--- src/rtl/rtc_param_clock.sv ---
// Real-time clock core: prescaled 1 Hz tick, binary HH:MM:SS with runtime set,
// minute-resolution alarm, day rollover and six 7-segment digit outputs (12/24 h).
module rtc_param_clock #(
  parameter int TICKS_PER_SEC  = 50_000_000,
  parameter bit SEG_ACTIVE_LOW = 1'b0
) (
  input  logic       clk,
  input  logic       rst,
  input  logic       mode_12h,
  input  logic       set_valid,
  input  logic [4:0] set_hr,
  input  logic [5:0] set_min,
  input  logic [5:0] set_sec,
  input  logic       alarm_en,
  input  logic [4:0] alarm_hr,
  input  logic [5:0] alarm_min,
  output logic       sec_pulse,
  output logic       day_pulse,
  output logic       alarm_hit,
  output logic       set_err,
  output logic       pm,
  output logic [6:0] hrm,
  output logic [6:0] hrl,
  output logic [6:0] min_m,
  output logic [6:0] min_l,
  output logic [6:0] sec_m,
  output logic [6:0] sec_l
);
  localparam int PW = $clog2(TICKS_PER_SEC);
  localparam logic [PW-1:0] P_LAST = PW'(TICKS_PER_SEC - 1);

  logic [PW-1:0] presc;
  logic [4:0]    hr;
  logic [5:0]    min, sec;

  // set_valid is a single-cycle strobe with no ready: it is always accepted
  // (loaded when all fields are in range, otherwise answered with set_err).
  logic set_ok, do_load, tick;
  assign set_ok  = (set_hr < 5'd24) && (set_min < 6'd60) && (set_sec < 6'd60);
  assign do_load = set_valid && set_ok;
  assign tick    = (presc == P_LAST);

  logic [4:0] nhr;
  logic [5:0] nmin, nsec;
  logic       day_wrap, alarm_match;

  always_comb begin
    nsec     = sec + 6'd1;
    nmin     = min;
    nhr      = hr;
    day_wrap = 1'b0;
    if (sec == 6'd59) begin
      nsec = 6'd0;
      nmin = min + 6'd1;
      if (min == 6'd59) begin
        nmin = 6'd0;
        nhr  = hr + 5'd1;
        if (hr == 5'd23) begin
          nhr      = 5'd0;
          day_wrap = 1'b1;
        end
      end
    end
  end

  assign alarm_match = alarm_en && (nhr == alarm_hr) && (nmin == alarm_min) && (nsec == 6'd0);

  always_ff @(posedge clk) begin
    if (rst) begin
      presc     <= '0;
      hr        <= '0;
      min       <= '0;
      sec       <= '0;
      sec_pulse <= 1'b0;
      day_pulse <= 1'b0;
      alarm_hit <= 1'b0;
      set_err   <= 1'b0;
    end else begin
      sec_pulse <= 1'b0;
      day_pulse <= 1'b0;
      alarm_hit <= 1'b0;
      set_err   <= set_valid && !set_ok;
      if (do_load) begin
        // A load wins over a coincident tick; that second is dropped.
        presc <= '0;
        hr    <= set_hr;
        min   <= set_min;
        sec   <= set_sec;
      end else if (tick) begin
        presc     <= '0;
        hr        <= nhr;
        min       <= nmin;
        sec       <= nsec;
        sec_pulse <= 1'b1;
        day_pulse <= day_wrap;
        alarm_hit <= alarm_match;
      end else begin
        presc <= presc + PW'(1);
      end
    end
  end

  function automatic logic [6:0] seg7(input logic [3:0] d, input logic blank);
    logic [6:0] s;
    case (d)
      4'd0:    s = 7'h3F;
      4'd1:    s = 7'h06;
      4'd2:    s = 7'h5B;
      4'd3:    s = 7'h4F;
      4'd4:    s = 7'h66;
      4'd5:    s = 7'h6D;
      4'd6:    s = 7'h7D;
      4'd7:    s = 7'h07;
      4'd8:    s = 7'h7F;
      4'd9:    s = 7'h6F;
      default: s = 7'h00;
    endcase
    if (blank) s = 7'h00;
    return SEG_ACTIVE_LOW ? ~s : s;
  endfunction

  logic [4:0] hr_disp;
  logic [3:0] hr_t, hr_u, min_t, min_u, sec_t, sec_u;

  always_comb begin
    hr_disp = hr;
    if (mode_12h) begin
      if (hr == 5'd0)      hr_disp = 5'd12;
      else if (hr > 5'd12) hr_disp = hr - 5'd12;
    end
    hr_t  = 4'(hr_disp / 5'd10);
    hr_u  = 4'(hr_disp % 5'd10);
    min_t = 4'(min / 6'd10);
    min_u = 4'(min % 6'd10);
    sec_t = 4'(sec / 6'd10);
    sec_u = 4'(sec % 6'd10);
  end

  assign pm    = (hr >= 5'd12);
  assign hrm   = seg7(hr_t, mode_12h && (hr_t == 4'd0));
  assign hrl   = seg7(hr_u, 1'b0);
  assign min_m = seg7(min_t, 1'b0);
  assign min_l = seg7(min_u, 1'b0);
  assign sec_m = seg7(sec_t, 1'b0);
  assign sec_l = seg7(sec_u, 1'b0);
endmodule

--- config.mk ---
export PLATFORM = sky130hd
export DESIGN_NAME = rtc_param_clock
export DESIGN_NICKNAME = d
export VERILOG_FILES = /design/src/rtl/rtc_param_clock.sv
export SDC_FILE = /design/constraint.sdc
export NUM_CORES = 1
export LEC_CHECK = 0
export ABC_AREA = 1
export CORE_AREA = 2 2 96 98
export CTS_CLUSTER_DIAMETER = 120
export DETAILED_ROUTE_END_ITERATION = 10
export DIE_AREA = 0 0 98 100
export GPL_ROUTABILITY_DRIVEN = 0
export GPL_TIMING_DRIVEN = 1
export PLACE_DENSITY = 0.84
export SYNTH_ARGS = -nofsm -noshare
export SYNTH_HDL_FRONTEND = slang
export SYNTH_SLANG_ARGS = --single-unit
--- constraint.sdc ---
create_clock -name clk -period 3.58 [get_ports clk]
set_clock_uncertainty 0.2 [all_clocks]
set_input_delay 0.358 -clock clk [delete_from_list [all_inputs] [get_ports clk]]
set_output_delay 0.358 -clock clk [all_outputs]
set_load 0.1 [all_outputs]
==> results_dict.tcl <==
# flow metrics
set metrics [dict create \
    grt_pass1_wl_microns 21800 \
    pwr-share-clk 0.110 \
    violations "negative setup slack" \
    stdcell_count 970 \
    row_count 35 \
    core_sq_um 8890 \
    avgSynthCellArea_sq_um 6.29 \
    synthMostInstantiatedCell "nand2_1" \
    ys_chip_area_sq_um 4660 \
    aoi_share 0.100 \
    leakage_nw 3.18 \
    cts.sinks 47 \
    cp_top_family "simple AND/OR/NAND/NOR gates" \
    slew_headroom 0.334 \
    setup_viol 7 \
    worstHoldEndpoint "presc[0]" \
    cts_buffer_depth 2 \
    fin_ws_ns -0.166 \
    drive_above_1_share 0.286 \
    yosys_warnings 0 \
    n_antenna_cell 0 \
    muxShareOfSynthArea 0 \
    fill_cells 625 \
    comb_power_share 0.738 \
    synth_area_sq_um 4660 \
    worst-path-max-fanout 5 \
    post_dp_cell_area_sq_um 6120 \
    worst_hold_path_type "reg -> reg" \
    ys_sh_simple 0.439 \
    die_w_microns 98 \
    top_cells_by_area "dfxtp_1 (20%), nand2_1 (15%), ha_1 (12%)" \
    power.total_mw 3.70 \
    cts_root_buf "clkbuf_8" \
    critical_path_depth 26 \
    clkSlewWorstSetupHoldPaths_ns 0.10 \
    warning_count 59 \
    pre_cts_ws_ns -0.169 \
    lay_top_count "nand2_1" \
    finalSetupTns_ns -0.708 \
    cpMostUsedCell "nand2_4" \
    final_cell_area_sq_um 6730 \
    area_growth_pct 44.6 \
    crit_path_start_kind "register" \
    r2r_start "sec[1]" \
    initial_utilization 0.524 \
    dp_hpwl_microns 9890 \
    outcome "complete, but fails checks" \
    rr_worst_depth 11 \
    worst-path-buf-inv 8 \
    period_used_share 1.05 \
    synthTopCellsByCount "nand2_1 (187), inv_1 (105), nand3_1 (79), nor2_1 (51), dfxtp_1 (47)" \
    mostFrequentLayoutCells "nand2_1 (163), inv_1 (92), nand3_1 (73)" \
]
## power by group through the flow
stage | clock (mW) | sequential [mW] | combinational (mW)
after floorplan | 0 | 0.568 | 1.70
after global placement | 0 | 0.571 | 2.51
after detailed placement | 0 | 0.573 | 2.55
after CTS | 0.412 | 0.561 | 2.62
after global routing | 0.438 | 0.564 | 2.83
final | 0.409 | 0.562 | 2.73
## logic make-up (layout without fill, tap and decap cells)
family,count (synthesis),count (layout)
and+or+nand+nor,424,424
buffers and inverters,132,250
adders and majority gates,45,45
AOI/OAI and AO/OA,79,79
DFF,47,47
xor gates and xnor gates,14,14
## repair_timing
| action | 4_1_cts | 5_1_grt |
|---|---|---|
| endpoints found under the hold margin | 0 | 0 |
| hold buffers | 0 | 0 |
| setup endpoints to repair | 9 | 19 |
| gates resized | 46 | 40 |
| pin swaps | 18 | 22 |
| setup buffers | 18 | 9 |
## metrics by stage
step                       util  hold slack, ns
after global placement    0.689           0.227
after floorplan               -           0.217
after CTS                 0.733           0.279
after global routing      0.757           0.299
after detailed placement  0.689           0.256
final                     0.757           0.276
## metal layers
layer / vias up / global-route usage / share of wire
li1: 2610 / - / -
met1: 2491 / 0.317 / 0.38
met2: 290 / 0.488 / 0.51
met3: 69 / 0.0334 / 0.072
met4: 0 / 0.0726 / 0.039
met5: - / 0 / 0
## final cells by class
type	count	area [sq um]	share of cell area
clock buffers	5	68.8	0.0102
clock inverters	3	47.5	0.00706
inverters	122	480	0.0713
multi-input cells	562	3530	0.525
flip-flops and latches	47	970	0.144
well taps	111	139	0.0206
repair buffers	120	1490	0.222
## sequential cells by signal, summed over array words and instances (netlist names)
signal     cells
sec_pulse      1
min            6
presc         26
hr             5
set_err        1
day_pulse      1
alarm_hit      1
sec            6
Track usage over the die:
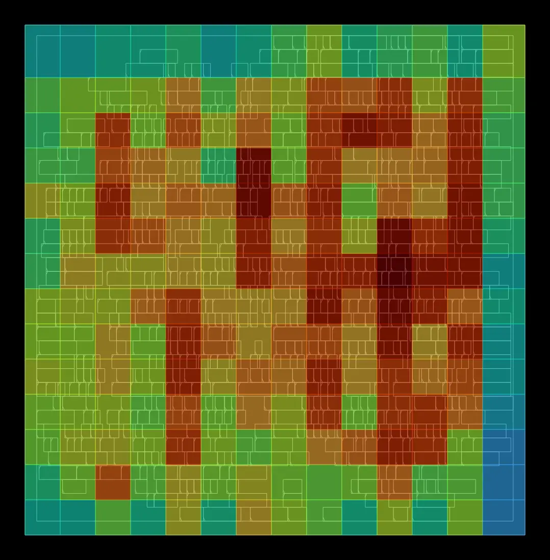
All-Layer GR Usage: 0.262
GR Util met2: 0.488
Core Util, Final: 0.757
GR Util met3: 0.0334
M1 GR Usage: 0.317

Register map, names as in the netlist:
The bar under the picture is 20 microns long.
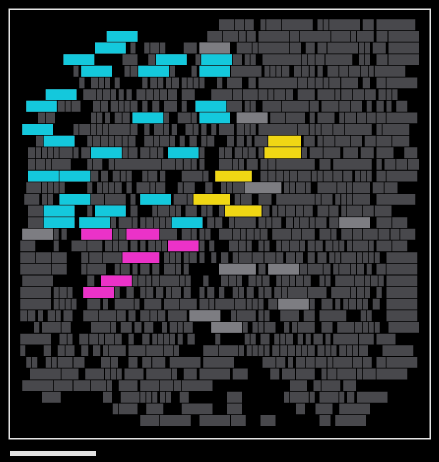
[`hr`] yellow | sequential cells: 5 | where: center
[`presc`] cyan | sequential cells: 26
[`sec`] magenta | sequential cells: 6 | where: middle left
not colored: 10
seq pwr: 0.562 mW
sequential share of cell area: 0.144
Reg area: 970 sq um

Signal wires by layer:
The bar under the picture is 20 microns long. Two of the layers only.
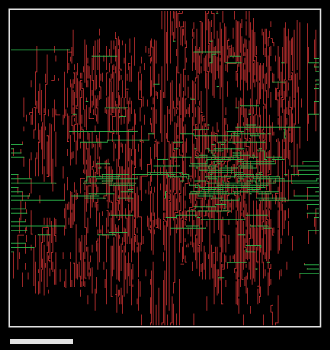
[M2] red | wire length: 7340 microns
[M3] green | wire length: 1050 microns
drt wl/cell: 15.0 microns
Post-Route WL: 14500 microns
Vias: 5460

Power and IR drop assume default switching activity.
